### Met1 routing

Supply wires on this layer in grey.
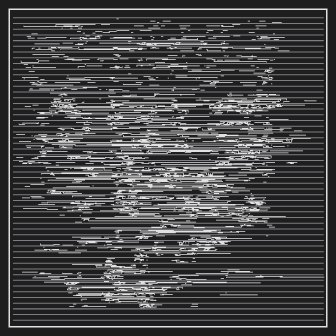
### M2 wires

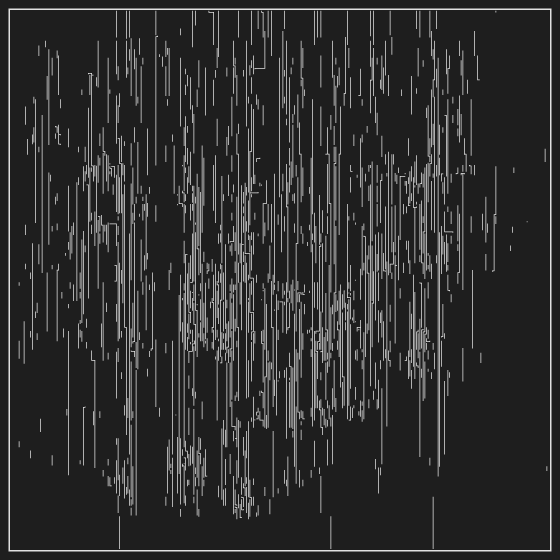
### Metal 3

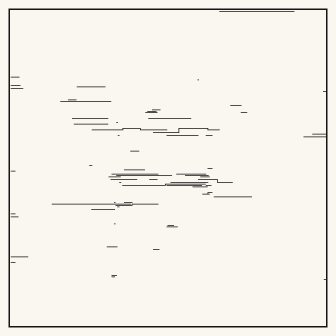
### Metal 4

The bar under the picture is 50 um long. Supply wires on this layer in grey. Cells faint in the background.
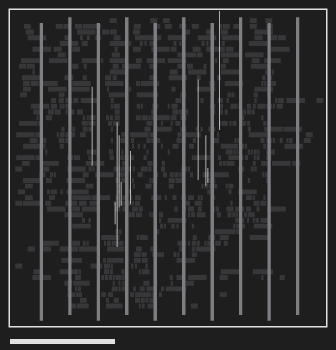
### Clock wiring as the flow saved it

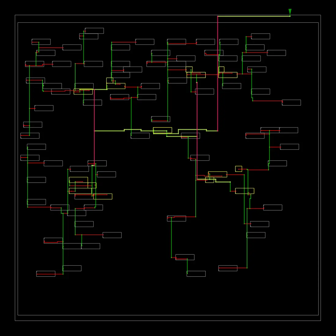
<file path="config.mk">
export PLATFORM = sky130hd
export DESIGN_NAME = ecc_decrypt_seq
export DESIGN_NICKNAME = d
export VERILOG_FILES = /design/src/rtl/ecc_pkg.sv /design/src/rtl/gf2m_mul.sv /design/src/rtl/ecc_decrypt_seq.sv
export SDC_FILE = /design/constraint.sdc
export NUM_CORES = 1
export LEC_CHECK = 0
export ABC_CLOCK_PERIOD_IN_PS = 5500
export CORE_MARGIN = 1
export CORE_UTILIZATION = 25
export DETAILED_ROUTE_END_ITERATION = 6
export GPL_TIMING_DRIVEN = 0
export PLACE_DENSITY = 0.38
export SYNTH_ARGS = -nofsm -noshare
export SYNTH_HDL_FRONTEND = slang
export SYNTH_SLANG_ARGS = --single-unit
</file>
<file path="constraint.sdc">
create_clock -name clock -period 5.5 [get_ports clock]
set_clock_uncertainty 0.15 [all_clocks]
set_input_delay 1.65 -clock clock [delete_from_list [all_inputs] [get_ports clock]]
set_output_delay 1.65 -clock clock [all_outputs]
set_load 0.02 [all_outputs]
</file>
<file path="src/rtl/ecc_pkg.sv">
// Shared types and constants for the sequential GF(2^M) ECC decrypt datapath.
// Holds the FSM encoding, default widths, the point record and the latency bound.
package ecc_pkg;

  localparam int M_DEF = 4;
  localparam int K_DEF = 4;

  typedef enum logic [3:0] {
    S_IDLE,
    S_LOAD,
    S_BIT,
    S_DBL_INV,
    S_DBL_FIN,
    S_ADD_INV,
    S_ADD_FIN,
    S_NEXT,
    S_OUT
  } state_t;

  typedef struct packed {
    logic [M_DEF-1:0] x;
    logic [M_DEF-1:0] y;
    logic             inf;
  } point_t;

  // Worst case cycles from start acceptance to the done pulse.
  function automatic int lat_max(input int m, input int k);
    return 2 * k * (2 * m + 4) + 4;
  endfunction

endpackage

</file>
<file path="src/rtl/gf2m_mul.sv">
// Combinational GF(2^M) multiplier: MSB-first shift-and-add with
// on-the-fly reduction by the (M+1)-bit polynomial f.
module gf2m_mul #(
  parameter int M = 4
) (
  input  logic [M-1:0] a,
  input  logic [M-1:0] b,
  input  logic [M:0]   f,
  output logic [M-1:0] p
);

  logic [M:0] w_t;

  // Each step doubles the partial product, folds bit M back through f,
  // then conditionally adds a.
  always_comb begin
    w_t = '0;
    for (int i = M - 1; i >= 0; i--) begin
      w_t = {w_t[M-1:0], 1'b0};
      if (w_t[M]) w_t = w_t ^ f;
      if (b[i]) w_t = w_t ^ {1'b0, a};
    end
  end

  assign p = w_t[M-1:0];

endmodule

</file>
<file path="src/rtl/ecc_decrypt_seq.sv">
// Sequential ElGamal-style decrypt: Q = d*C1 by MSB-first double-and-add on
// y^2+xy=x^3+ax^2+b over GF(2^M), then M = C2 xor Q, one shared multiplier.
module ecc_decrypt_seq
  import ecc_pkg::*;
#(
  parameter int M = M_DEF,
  parameter int K = K_DEF
) (
  input  logic         clock,
  input  logic         rst_n,
  input  logic         start,
  input  logic [M-1:0] c1x,
  input  logic [M-1:0] c1y,
  input  logic [M-1:0] c2x,
  input  logic [M-1:0] c2y,
  input  logic [K-1:0] d,
  input  logic [M-1:0] a,
  input  logic [M-1:0] b,
  input  logic [M:0]   f,
  output logic         busy,
  output logic         done,
  output logic [M-1:0] mx,
  output logic [M-1:0] my,
  output logic         inf_err
);

  localparam int CW = $clog2(2 * M);
  localparam int IW = (K > 1) ? $clog2(K) : 1;
  localparam logic [CW-1:0] LAST = CW'(2 * M - 3);
  localparam logic [M-1:0]  ONE  = M'(1);

  state_t        r_state;
  logic [CW-1:0] r_cnt;
  logic [IW-1:0] r_idx;
  logic [K-1:0]  r_d;
  logic [M-1:0]  r_px, r_py, r_c2x, r_c2y, r_a;
  logic [M:0]    r_f;
  logic [M-1:0]  r_qx, r_qy;
  logic          r_qinf;
  logic [M-1:0]  r_t, r_acc, r_lam, r_x3, r_tmp;
  logic          r_addDbl;
  logic          r_busy, r_done, r_infErr;
  logic [M-1:0]  r_mx, r_my;

  logic [M-1:0]  w_z, w_ma, w_mb, w_prod;
  logic          w_bit;
  logic [M-1:0]  w_unused_b;

  // The curve's b term cancels out of the affine formulas.
  assign w_unused_b = b;
  assign w_bit      = r_d[r_idx];

  // Operand selection for the time-shared multiplier. Inversion alternates
  // t = t^2 (even steps) with acc = acc*t (odd steps), giving z^(2^M-2).
  always_comb begin
    w_z  = (r_state == S_ADD_INV) ? (r_qx ^ r_px) : r_qx;
    w_ma = '0;
    w_mb = '0;
    case (r_state)
      S_DBL_INV, S_ADD_INV: begin
        if (!r_cnt[0]) begin
          w_ma = (r_cnt == '0) ? w_z : r_t;
          w_mb = w_ma;
        end else begin
          w_ma = (r_cnt == CW'(1)) ? ONE : r_acc;
          w_mb = r_t;
        end
      end
      S_DBL_FIN: begin
        case (r_cnt)
          CW'(0):  begin w_ma = r_qy;        w_mb = r_acc; end
          CW'(1):  begin w_ma = r_lam;       w_mb = r_lam; end
          CW'(2):  begin w_ma = r_qx;        w_mb = r_qx;  end
          default: begin w_ma = r_lam ^ ONE; w_mb = r_x3;  end
        endcase
      end
      S_ADD_FIN: begin
        case (r_cnt)
          CW'(0):  begin w_ma = r_qy ^ r_py; w_mb = r_acc;       end
          CW'(1):  begin w_ma = r_lam;       w_mb = r_lam;       end
          default: begin w_ma = r_lam;       w_mb = r_qx ^ r_x3; end
        endcase
      end
      default: ;
    endcase
  end

  gf2m_mul #(.M(M)) u_mul (
    .a(w_ma),
    .b(w_mb),
    .f(r_f),
    .p(w_prod)
  );

  always_ff @(posedge clock or negedge rst_n) begin
    if (!rst_n) begin
      r_state  <= S_IDLE;
      r_cnt    <= '0;
      r_idx    <= '0;
      r_d      <= '0;
      r_px     <= '0;
      r_py     <= '0;
      r_c2x    <= '0;
      r_c2y    <= '0;
      r_a      <= '0;
      r_f      <= '0;
      r_qx     <= '0;
      r_qy     <= '0;
      r_qinf   <= 1'b0;
      r_t      <= '0;
      r_acc    <= '0;
      r_lam    <= '0;
      r_x3     <= '0;
      r_tmp    <= '0;
      r_addDbl <= 1'b0;
      r_busy   <= 1'b0;
      r_done   <= 1'b0;
      r_infErr <= 1'b0;
      r_mx     <= '0;
      r_my     <= '0;
    end else begin
      case (r_state)
        S_IDLE: begin
          if (start) begin
            r_px    <= c1x;
            r_py    <= c1y;
            r_c2x   <= c2x;
            r_c2y   <= c2y;
            r_d     <= d;
            r_a     <= a;
            r_f     <= f;
            r_busy  <= 1'b1;
            r_state <= S_LOAD;
          end
        end
        S_LOAD: begin
          r_qx    <= '0;
          r_qy    <= '0;
          r_qinf  <= 1'b1;
          r_idx   <= IW'(K - 1);
          r_state <= S_BIT;
        end
        S_BIT: begin
          r_cnt    <= '0;
          r_addDbl <= 1'b0;
          if (r_qinf || r_qx == '0) begin
            r_qinf  <= 1'b1;
            r_state <= w_bit ? S_ADD_INV : S_NEXT;
          end else begin
            r_state <= S_DBL_INV;
          end
        end
        S_DBL_INV: begin
          if (!r_cnt[0]) r_t <= w_prod;
          else           r_acc <= w_prod;
          if (r_cnt == LAST) begin
            r_cnt   <= '0;
            r_state <= S_DBL_FIN;
          end else begin
            r_cnt <= r_cnt + 1'b1;
          end
        end
        S_DBL_FIN: begin
          r_cnt <= r_cnt + 1'b1;
          case (r_cnt)
            CW'(0): r_lam <= r_qx ^ w_prod;
            CW'(1): r_x3  <= w_prod ^ r_lam ^ r_a;
            CW'(2): r_tmp <= w_prod;
            default: begin
              r_qx     <= r_x3;
              r_qy     <= r_tmp ^ w_prod;
              r_qinf   <= 1'b0;
              r_cnt    <= '0;
              r_addDbl <= 1'b0;
              r_state  <= (w_bit && !r_addDbl) ? S_ADD_INV : S_NEXT;
            end
          endcase
        end
        S_ADD_INV: begin
          // Degenerate sums resolve before any inversion work is committed.
          if (r_cnt == '0 && r_qinf) begin
            r_qx    <= r_px;
            r_qy    <= r_py;
            r_qinf  <= 1'b0;
            r_state <= S_NEXT;
          end else if (r_cnt == '0 && r_qx == r_px && r_py == (r_qx ^ r_qy)) begin
            r_qinf  <= 1'b1;
            r_state <= S_NEXT;
          end else if (r_cnt == '0 && r_qx == r_px && r_qy == r_py) begin
            r_addDbl <= 1'b1;
            r_state  <= S_DBL_INV;
          end else begin
            if (!r_cnt[0]) r_t <= w_prod;
            else           r_acc <= w_prod;
            if (r_cnt == LAST) begin
              r_cnt   <= '0;
              r_state <= S_ADD_FIN;
            end else begin
              r_cnt <= r_cnt + 1'b1;
            end
          end
        end
        S_ADD_FIN: begin
          r_cnt <= r_cnt + 1'b1;
          case (r_cnt)
            CW'(0): r_lam <= w_prod;
            CW'(1): r_x3  <= w_prod ^ r_lam ^ r_qx ^ r_px ^ r_a;
            default: begin
              r_qx    <= r_x3;
              r_qy    <= w_prod ^ r_x3 ^ r_qy;
              r_qinf  <= 1'b0;
              r_cnt   <= '0;
              r_state <= S_NEXT;
            end
          endcase
        end
        S_NEXT: begin
          if (r_idx == '0) begin
            r_busy   <= 1'b0;
            r_done   <= 1'b1;
            r_infErr <= r_qinf;
            r_mx     <= r_qinf ? r_c2x : (r_c2x ^ r_qx);
            r_my     <= r_qinf ? r_c2y : (r_c2y ^ r_qy);
            r_state  <= S_OUT;
          end else begin
            r_idx   <= r_idx - 1'b1;
            r_state <= S_BIT;
          end
        end
        S_OUT: begin
          r_done  <= 1'b0;
          r_state <= S_IDLE;
        end
        default: r_state <= S_IDLE;
      endcase
    end
  end

  assign busy    = r_busy;
  assign done    = r_done;
  assign mx      = r_mx;
  assign my      = r_my;
  assign inf_err = r_infErr;

endmodule
</file>
==> results_dict.tcl <==
# flow metrics
set metrics [dict create \
    place_inst 912 \
    synthesis.area_um2 5520 \
    rows 53 \
    worst_slew_pin_slew_ns 0.780 \
    syn-instance-count 595 \
    cp.arrival_ns 5.24 \
    final_layout_top_logic_cell "nand2_1" \
    hold_path_class "reg -> reg" \
    place_congestion 0.856 \
    edf_count 0 \
    worst_hold_slack_ns 0.332 \
    critPathRequiredTime_ns 5.62 \
    r2r-end "r_qy[3]" \
    post-place-ws_ns 0.317 \
    yosys_cells 595 \
    layout.nets 689 \
    cts_root_buf "clkbuf_16" \
    ant_nets 0 \
    slowest_stage "xnor2_2" \
    syn-num-nets 636 \
    setup_viol 0 \
    warnings 34 \
    status "completed" \
    cts_setup_buffers 0 \
    fp.dieW_um 151 \
    met1_length_um 8700 \
    reg2reg_depth 17 \
    clkSlewWorstSetupHoldPaths_ns 0.07 \
    vias 4755 \
    routed_via_density 5.12 \
    drt_pass1_iterations 5 \
    slew_viol_final 0 \
    pg_seq_mw 1.06 \
    power_mw 4.65 \
    slowest_delay_ns 0.50 \
    synthArstFlopShare_pct 100 \
    initialDrtViolationCount 293 \
    ys_sh_aoi_pct 20.5 \
    instances_no_fill 928 \
    final_cell_mix "nand2_1, dfrtp_1, o21ai_0" \
    p_sw_mw 2.27 \
    synth.cells.most_frequent "nand2_1, dfrtp_1, o21ai_0" \
    die_height_um 151 \
]
Notes on 'Met1 routing' above:
The wires run mostly horizontal. The layer holds 48% of the routed length. The layer carries 8700 um of wire. 621 nets have wire on it. The longest straight run is 86.9 um.

Notes on 'M2 wires' above:
The wires run mostly vertical. The layer holds 47% of the routed length.

Notes on 'Metal 3' above:
The wires run mostly horizontal. The layer carries 627 um of wire. 45 nets have wire on it. The layer holds 3.5% of the routed length. The longest straight run is 37.5 um.

Notes on 'Metal 4' above:
The longest straight run is 59.2 um. The layer holds 1.7% of the routed length.

Notes on 'Clock wiring as the flow saved it' above:
clock buf count: 9
Clock Power: 645 uW
seq_cells: 78
Worst-Skew Late Latency: 0.35 ns
Num Clock Sinks: 78

cell type report:
| class | instances | share of cell area [%] |
|---|---|---|
| Inverter | 14 | 0.794 |
| Tap cell | 275 | 5.20 |
| Sequential cell | 78 | 29.5 |
| Timing Repair Buffer | 42 | 6.58 |
| Buffer | 37 | 2.50 |
| Clock buffer | 9 | 3.40 |
| Clock inverter | 7 | 1.30 |
| Multi-Input combinational cell | 466 | 50.7 |
critical path: cells and delay by family (launching register included):
kind                       cells  cell delay, ns
xor gates and xnor gates       3            1.15
AOI/OAI and AO/OA              5            1.14
buffers and inverters          4            1.00
and+or+nand+nor                4            0.97
DFF                            1            0.39
adders and majority gates      1            0.24
Power figures rest on the tool's default switching activity, not on a simulated workload.
